### src/rtl/ssp_rx_ctrl.sv
// SSP receive controller: synchronises the serial pins, deserialises
// MSB-first frames and writes each completed byte into the RxFIFO.
module ssp_rx_ctrl #(
   parameter int DATA_W = 8
) (
   input  logic              pclk,
   input  logic              clr_b,
   input  logic              sspclkin,
   input  logic              sspfssin,
   input  logic              ssprxd,
   input  logic              flag_full,
   input  logic              ovr_clr,
   output logic [DATA_W-1:0] rxdata,
   output logic              read_en,
   output logic              rx_busy,
   output logic              rx_overrun,
   output logic [7:0]        frame_cnt
);

   localparam int CW = $clog2(DATA_W + 1);

   typedef enum logic [1:0] {
      IDLE,
      ARMED,
      SHIFT,
      PUSH
   } state_t;

   state_t              state_q;
   logic [2:0]          sclk_q;
   logic [1:0]          fss_q;
   logic [1:0]          rxd_q;
   logic [DATA_W-2:0]   sh_q;
   logic [CW-1:0]       bit_cnt_q;
   logic                rearm_q;
   logic [DATA_W-1:0]   rxdata_q;
   logic                read_en_q;
   logic                ovr_q;
   logic [7:0]          cnt_q;

   logic fall;
   logic fss;
   logic rxd;
   logic last;

   assign fall = sclk_q[2] & ~sclk_q[1];
   assign fss  = fss_q[1];
   assign rxd  = rxd_q[1];
   assign last = (bit_cnt_q == CW'(DATA_W - 1));

   // sclk_q[2] is the previous synchronised value used for edge detect
   always_ff @(posedge pclk) begin
      if (clr_b) begin
         sclk_q <= '0;
         fss_q  <= '0;
         rxd_q  <= '0;
      end else begin
         sclk_q <= {sclk_q[1:0], sspclkin};
         fss_q  <= {fss_q[0], sspfssin};
         rxd_q  <= {rxd_q[0], ssprxd};
      end
   end

   always_ff @(posedge pclk) begin
      if (clr_b) begin
         state_q   <= IDLE;
         sh_q      <= '0;
         bit_cnt_q <= '0;
         rearm_q   <= 1'b0;
         rxdata_q  <= '0;
         read_en_q <= 1'b0;
         ovr_q     <= 1'b0;
         cnt_q     <= '0;
      end else begin
         // a drop later in this block overrides the clear
         if (ovr_clr) begin
            ovr_q <= 1'b0;
         end
         read_en_q <= 1'b0;
         unique case (state_q)
            IDLE: begin
               if (fall && fss) begin
                  state_q <= ARMED;
               end
            end
            ARMED: begin
               if (fall) begin
                  sh_q      <= {{(DATA_W-2){1'b0}}, rxd};
                  bit_cnt_q <= CW'(1);
                  state_q   <= SHIFT;
               end
            end
            SHIFT: begin
               if (fall) begin
                  if (last) begin
                     bit_cnt_q <= '0;
                     if (!flag_full) begin
                        rxdata_q  <= {sh_q, rxd};
                        read_en_q <= 1'b1;
                        rearm_q   <= fss;
                        state_q   <= PUSH;
                     end else begin
                        ovr_q   <= 1'b1;
                        state_q <= fss ? ARMED : IDLE;
                     end
                  end else if (fss) begin
                     bit_cnt_q <= '0;
                     state_q   <= ARMED;
                  end else begin
                     sh_q      <= {sh_q[DATA_W-3:0], rxd};
                     bit_cnt_q <= bit_cnt_q + CW'(1);
                  end
               end
            end
            PUSH: begin
               cnt_q   <= cnt_q + 8'd1;
               rearm_q <= 1'b0;
               state_q <= rearm_q ? ARMED : IDLE;
            end
            default: state_q <= IDLE;
         endcase
      end
   end

   assign rxdata     = rxdata_q;
   assign read_en    = read_en_q;
   assign rx_overrun = ovr_q;
   assign frame_cnt  = cnt_q;
   assign rx_busy    = (state_q == ARMED) || (state_q == SHIFT);

endmodule

### config.mk
export PLATFORM = sky130hd
export DESIGN_NAME = ssp_rx_ctrl
export DESIGN_NICKNAME = d
export VERILOG_FILES = /design/src/rtl/ssp_rx_ctrl.sv
export SDC_FILE = /design/constraint.sdc
export NUM_CORES = 1
export LEC_CHECK = 0
export CAP_MARGIN = 30
export CORE_ASPECT_RATIO = 2
export CORE_MARGIN = 5
export CORE_UTILIZATION = 52
export CTS_BUF_LIST = sky130_fd_sc_hd__clkbuf_16
export CTS_CLUSTER_SIZE = 28
export DETAILED_ROUTE_END_ITERATION = 16
export GPL_ROUTABILITY_DRIVEN = 0
export PLACE_DENSITY = 0.86
export SLEW_MARGIN = 20
export SYNTH_ARGS = -nofsm -noshare
export SYNTH_HDL_FRONTEND = slang
export SYNTH_SLANG_ARGS = --single-unit
### constraint.sdc
create_clock -name pclk -period 2.05 [get_ports pclk]
set_input_delay 0.41 -clock pclk [delete_from_list [all_inputs] [get_ports pclk]]
set_output_delay 0.41 -clock pclk [all_outputs]
set_load 0.05 [all_outputs]
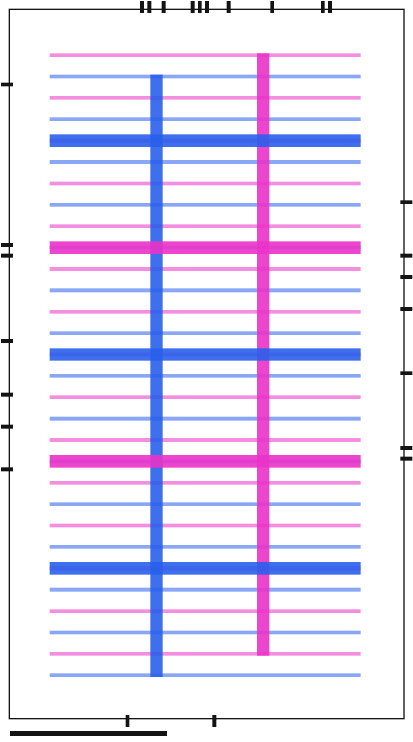
*PDN straps and rails*
The bar under the picture is 20 µm long. Pins as bars on the die edge.
[VDD] magenta
[VSS] blue
rows: 29
met5 straps: 5
core area: 3120 µm²
maximum vdd drop: 0.000712 V

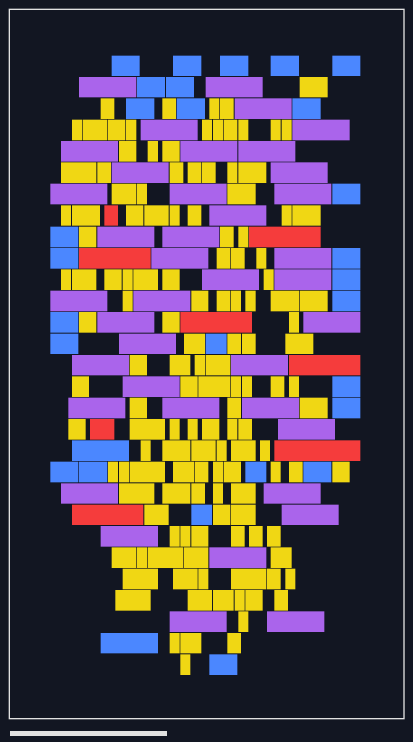
*Cell classes on the final placement*
The bar under the picture is 20 µm long.
[clock drivers and dummy loads] red | cells: 8 | share of their area: 8.1%
[flip-flops] purple | cells: 39 | share of their area: 37%
[other buffers and delay cells] blue | cells: 29 | share of their area: 14%
[all other logic] yellow | cells: 136 | share of their area: 40%
Layout Cell Area excl Fill: 2130 µm²
fraction of standard cell area that is sequential: 36.6%
Site Rows: 29

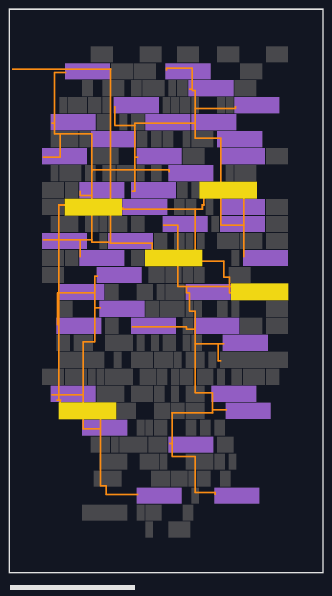
*Clock distribution*
The bar under the picture is 20 µm long.
[cells driving clock nets] yellow | count: 5
[flip-flops] purple | count: 39
[clock wires] orange | length: 453 µm
routed clock nets: 6
clock network power share: 43.8%
Clock Skews: 0.00608 ns
power in the clock group: 0.869 mW

==> impl_results.html <==
<h3>Run summary</h3>
<table>
<tr><th>Metric</th><th>Value</th></tr>
<tr><th colspan="2">Synthesis</th></tr>
<tr><td>Simple-Gate Fraction of Synth Area</td><td>22.5%</td></tr>
<tr><td>Flip-flop cell with the highest count after synthesis</td><td>sky130_fd_sc_hd__dfxtp_1</td></tr>
<tr><td>Post-synthesis share of cell area spent on and-or and or-and gates</td><td>between 10% and 20%</td></tr>
<tr><td>Main logic family</td><td>simple AND/OR/NAND/NOR gates</td></tr>
<tr><td>Cell type with the largest total area</td><td>sky130_fd_sc_hd__dfxtp_1</td></tr>
<tr><td>Cell area after technology mapping</td><td>roughly 1700 µm²</td></tr>
<tr><td>Synth unique cells</td><td>39</td></tr>
<tr><td>Portion of synthesized cell area occupied by the leading cell type</td><td>between 40% and 50%</td></tr>
<tr><td>Post-synthesis sequential element count</td><td>39</td></tr>
<tr><td>Synth warnings</td><td>0</td></tr>
<tr><th colspan="2">CTS</th></tr>
<tr><td>Num Clock Sinks</td><td>39</td></tr>
<tr><td>Cts hold-fix bufs</td><td>0</td></tr>
<tr><td>Buffer depth of the longest clock path</td><td>2</td></tr>
<tr><td>Count of instances resized after the clock tree is built</td><td>0</td></tr>
<tr><th colspan="2">Outcome</th></tr>
<tr><td>Status</td><td>finished, final reports clean</td></tr>
<tr><th colspan="2">Floorplanning</th></tr>
<tr><td>Overall chip area</td><td>4510 µm²</td></tr>
<tr><th colspan="2">Route</th></tr>
<tr><td>Uppermost signal routing layer after detailed routing</td><td>met4</td></tr>
<tr><td>Wire length on met2</td><td>about 1800 µm</td></tr>
<tr><td>Number of DRC markers after the initial detailed-route iteration</td><td>12</td></tr>
<tr><th colspan="2">Final timing</th></tr>
<tr><td>Hold violation count in the final report</td><td>0</td></tr>
<tr><td>Slew headroom</td><td>62.5%</td></tr>
<tr><td>Final-report setup violation count</td><td>0</td></tr>
<tr><td>Final critical-path share of the clock period</td><td>between 90% and 100%</td></tr>
<tr><td>Minimum period implied by the final worst setup slack</td><td>1.96 ns</td></tr>
<tr><th colspan="2">Setup path</th></tr>
<tr><td>Capturing point of the worst reg2reg path</td><td>sh_q[1]$_SDFFE_PP0P_</td></tr>
<tr><td>Worst path depth</td><td>1</td></tr>
<tr><td>Cell with the largest stage delay on the worst path</td><td>sky130_fd_sc_hd__clkdlybuf4s50_1</td></tr>
<tr><td>Critical path origin</td><td>frame_cnt[2]$_SDFFE_PP0P_</td></tr>
<tr><td>Worst stage delay on the critical path</td><td>0.85 ns</td></tr>
<tr><th colspan="2">Worst hold path</th></tr>
<tr><td>Path category of the worst min-delay check</td><td>reg2reg</td></tr>
<tr><td>End of the worst hold path</td><td>fss_q[1]$_SDFF_PP0_</td></tr>
<tr><td>Hold Path Origin</td><td>fss_q[0]$_SDFF_PP0_</td></tr>
<tr><th colspan="2">Global routing</th></tr>
<tr><td>Total congestion overflow</td><td>0</td></tr>
<tr><td>M2 GR Usage</td><td>26.5%</td></tr>
<tr><th colspan="2">Flow run</th></tr>
<tr><td>Number of warning messages in the logs</td><td>31</td></tr>
<tr><th colspan="2">Power and ir drop</th></tr>
<tr><td>P_sw</td><td>0.495 mW</td></tr>
<tr><td>Share of total power in sequential cells</td><td>40.0%</td></tr>
<tr><td>Net switching fraction of the power</td><td>between 20% and 30%</td></tr>
<tr><td>Leakage power</td><td>0.839 nW</td></tr>
<tr><th colspan="2">Finish</th></tr>
<tr><td>Antenna fix cells</td><td>0</td></tr>
<tr><td>Count of inverters not on the clock network in the layout</td><td>6</td></tr>
<tr><td>Combinational Area</td><td>818 µm²</td></tr>
</table>
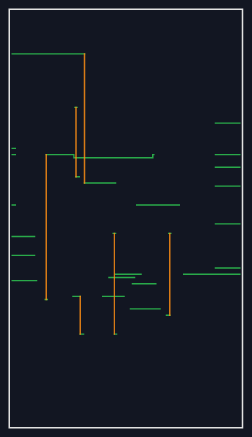
*Wiring by layer*
Two of the layers only.
[met3] green | wire length: 149 µm
[met4] orange | wire length: 122 µm
mean routed wirelength per cell: 13.7 µm
overall via count from detail_route: 1396
Routed WL: 3320 µm
total track usage: 15.6%

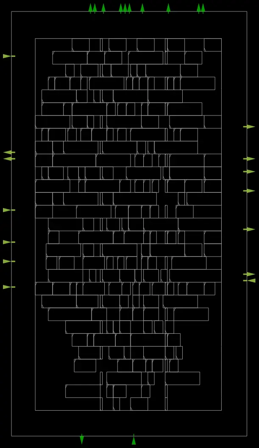
*Placement view*
Tapcell Cnt: 31
post-layout utilization of the core: 68.3%
flop count: 39
# fillers: 252
post-layout instance count excluding filler cells: 243

Power figures rest on the tool's default switching activity, not on a simulated workload.
